Local utilization:
Bar = 20 um. The die is cut into 7 by 7 equal tiles; dark blue is low, red is high, 0 to 100% covered.
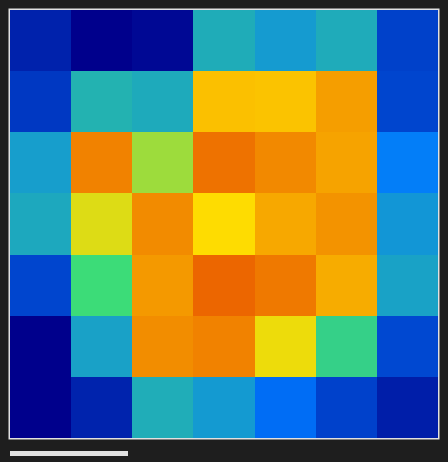
Routing congestion map:
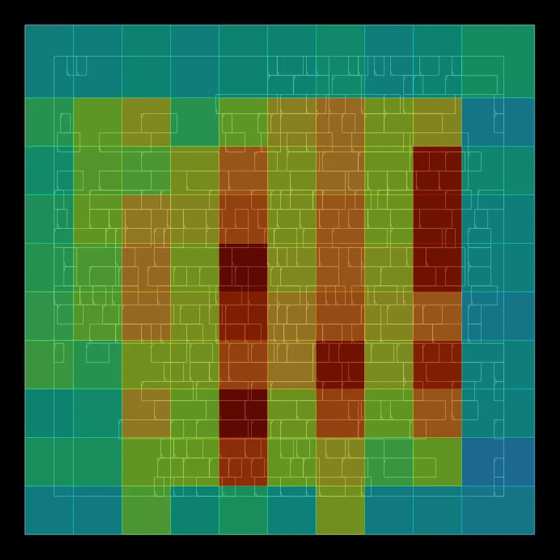
Placement by cell class:
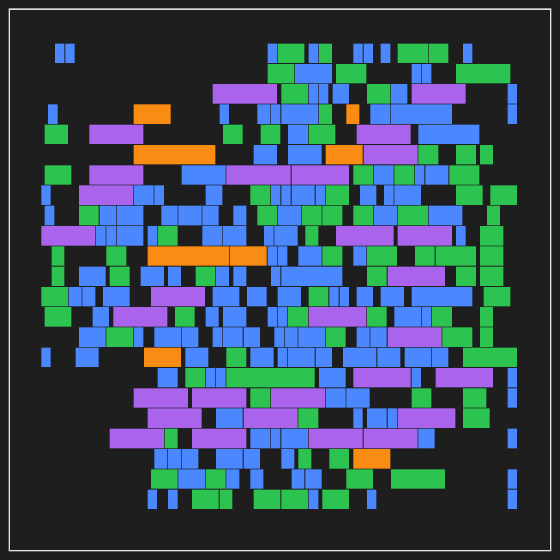
==> config.mk <==
export PLATFORM = sky130hd
export DESIGN_NAME = int_controller
export DESIGN_NICKNAME = d
export VERILOG_FILES = /design/src/rtl/int_controller.sv
export SDC_FILE = /design/constraint.sdc
export NUM_CORES = 1
export LEC_CHECK = 0
export CAP_MARGIN = 10
export CORE_MARGIN = 4
export CORE_UTILIZATION = 40
export DETAILED_ROUTE_END_ITERATION = 10
export PLACE_DENSITY = 0.8
export SLEW_MARGIN = 20
export SYNTH_ARGS = -nofsm -noshare
export SYNTH_HDL_FRONTEND = slang
export SYNTH_SLANG_ARGS = --single-unit
==> constraint.sdc <==
create_clock -name clk -period 1.4 [get_ports clk]
set_input_delay 0.28 -clock clk [delete_from_list [all_inputs] [get_ports clk]]
set_output_delay 0.28 -clock clk [all_outputs]
set_load 0.005 [all_outputs]
==> deck_impl_summary.md <==
Implementation Results

Logic synthesis
  • EDFF count, synth: 0
  • Area share, top type: 34.94%
  • Distinct lib cells: 34
  • Top cells by area: dfxtp_1 35%, buf_4 9.9%, mux2i_1 7.8%
  • Post-Synth Simple-Gate Area: 19.43%
  • Synth flops: 29
  • Yosys xor share: 0%
  • Adder share: 0%
  • Area leader, netlist: dfxtp_1
  • Number of cells in Yosys stat: 189
  • Compound Share, Synth: 16.27%

Timing
  • Min Tclk post-route: 1.503 ns
  • Fmax: 665.5 MHz
  • Max Slew Vio Count: 0
  • Worst setup margin: -0.1027 ns
  • Share of the clock period used by the worst path: 107.3%
  • Final setup vio count: 3
  • Fin Hold WS: 0.4058 ns
  • Worst Skew: 0.008504 ns

Cells and area
  • Diodes inserted: 0
  • Top cell excl fill/tap: buf_4
  • Fill cell count: 337
  • Register area: 596.8 sq um
  • Top Layout Cells: 34 x buf_4, 22 x conb_1, 20 x dfxtp_1, 17 x nor2_1, 17 x clkdlybuf4s50_1
  • Layout area overhead: 51.81%
  • Share of cells above drive strength 1: 33.58%

Pwr
  • Clock power frac: 42.8%
  • Combinational cell fraction of total power: 20.0%
  • Sequential group power: 906 uW
  • Top Consumer: clock
  • Logic power comb: 485 uW
  • Sw Share: 23.45%
  • Final Power: 2430 uW

Detailed routing
  • Starting DRT DRC Count: 141
  • Metal1 wirelength: 1947 um
  • Post-route ant nets: 0
  • Post-route DRC: 0
  • Routed WL: 4755 um
  • Wire length on met2: 2351 um
  • Per-cell routed wire length: 14.95 um

Floorplanning
  • Die width: 72.45 um

Hold path
  • Hold Path Depth: 2

Run
  • Max-cap viol count: 0

Outcome
  • Failing checks: negative setup slack
  • Status: complete, but fails checks

GRT
  • Met1 usage: 21.46%
  • GR Overflow Total: 0
  • Pin count of the biggest net entering global routing: 23
  • Global-route wire length before repair: 7610 um
  • Vias in the first global route: 1,613
  • Antenna violations before repair: 0

Clocking
  • Clock-pin slew on the worst setup and hold paths: 0.07 ns
  • Post-cts gate resize count: 79
  • Late-Pin Clk Latency: 0.29 ns
  • H-tree depth: 2
  • Root buffer cell: clkbuf_8
  • CTS tree: built

Worst setup path
  • CP Max Fanout: 2
  • CP Class: reg -> out

Place
  • RD Place Congestion: 0.8619
  • Post-DP Area: 2296 sq um
-- 'local utilization' (at the start) --
mean over tiles: 47%
densest ninth of the die: centre
tiles over 75% full: 33%
nearly empty tiles: 8.2%
fullest tile: 89%
post-layout util: 63.06%
Placeable Area: 4000 sq um
Core Util at FP: 41.54%

-- 'routing congestion map' (at the start) --
grt met3 use: 6.510%
GR Layer Usage met2: 32.05%

-- 'placement by cell class' (at the start) --
[green] other buffers and delay cells | cells: 82 | share of their area: 30%
[purple] flip-flops | cells: 29 | share of their area: 24%
[orange] clock drivers and dummy loads | cells: 8 | share of their area: 5.4%
[blue] all other logic | cells: 149 | share of their area: 41%
flop share of the area: 23.66%
# rows: 23
fin area: 2522 sq um

==> synth_stat cells, types with 2 or more instances <==
cell,instances
nand3_1,9
nand3b_1,2
buf_4,22
mux2i_1,13
inv_1,13
dfxtp_1,29
buf_2,4
a22oi_1,3
nor2_1,17
a21o_1,6
a32o_1,2
o21ai_0,7
mux4_2,4
nand2b_1,10
nor2b_1,8
a22o_1,2
a221oi_1,9
nand2_1,6
clkbuf_1,5
a21oi_1,4
==> cell type report <==
type	count	share of cell area (%)
Sequential cell	29	23.66
Timing Repair Buffer	82	29.02
Clock inverter	3	2.579
Tap cell	50	2.480
Clock buffer	5	2.728
Multi-Input combinational cell	136	37.60
Inverter	13	1.935
==> worst max-delay path: stages (launching register included) <==
cell and delay [ns]:
dfxtp_2 0.34, mux4_2 0.45, buf_2 0.14
Power figures rest on the tool's default switching activity, not on a simulated workload.
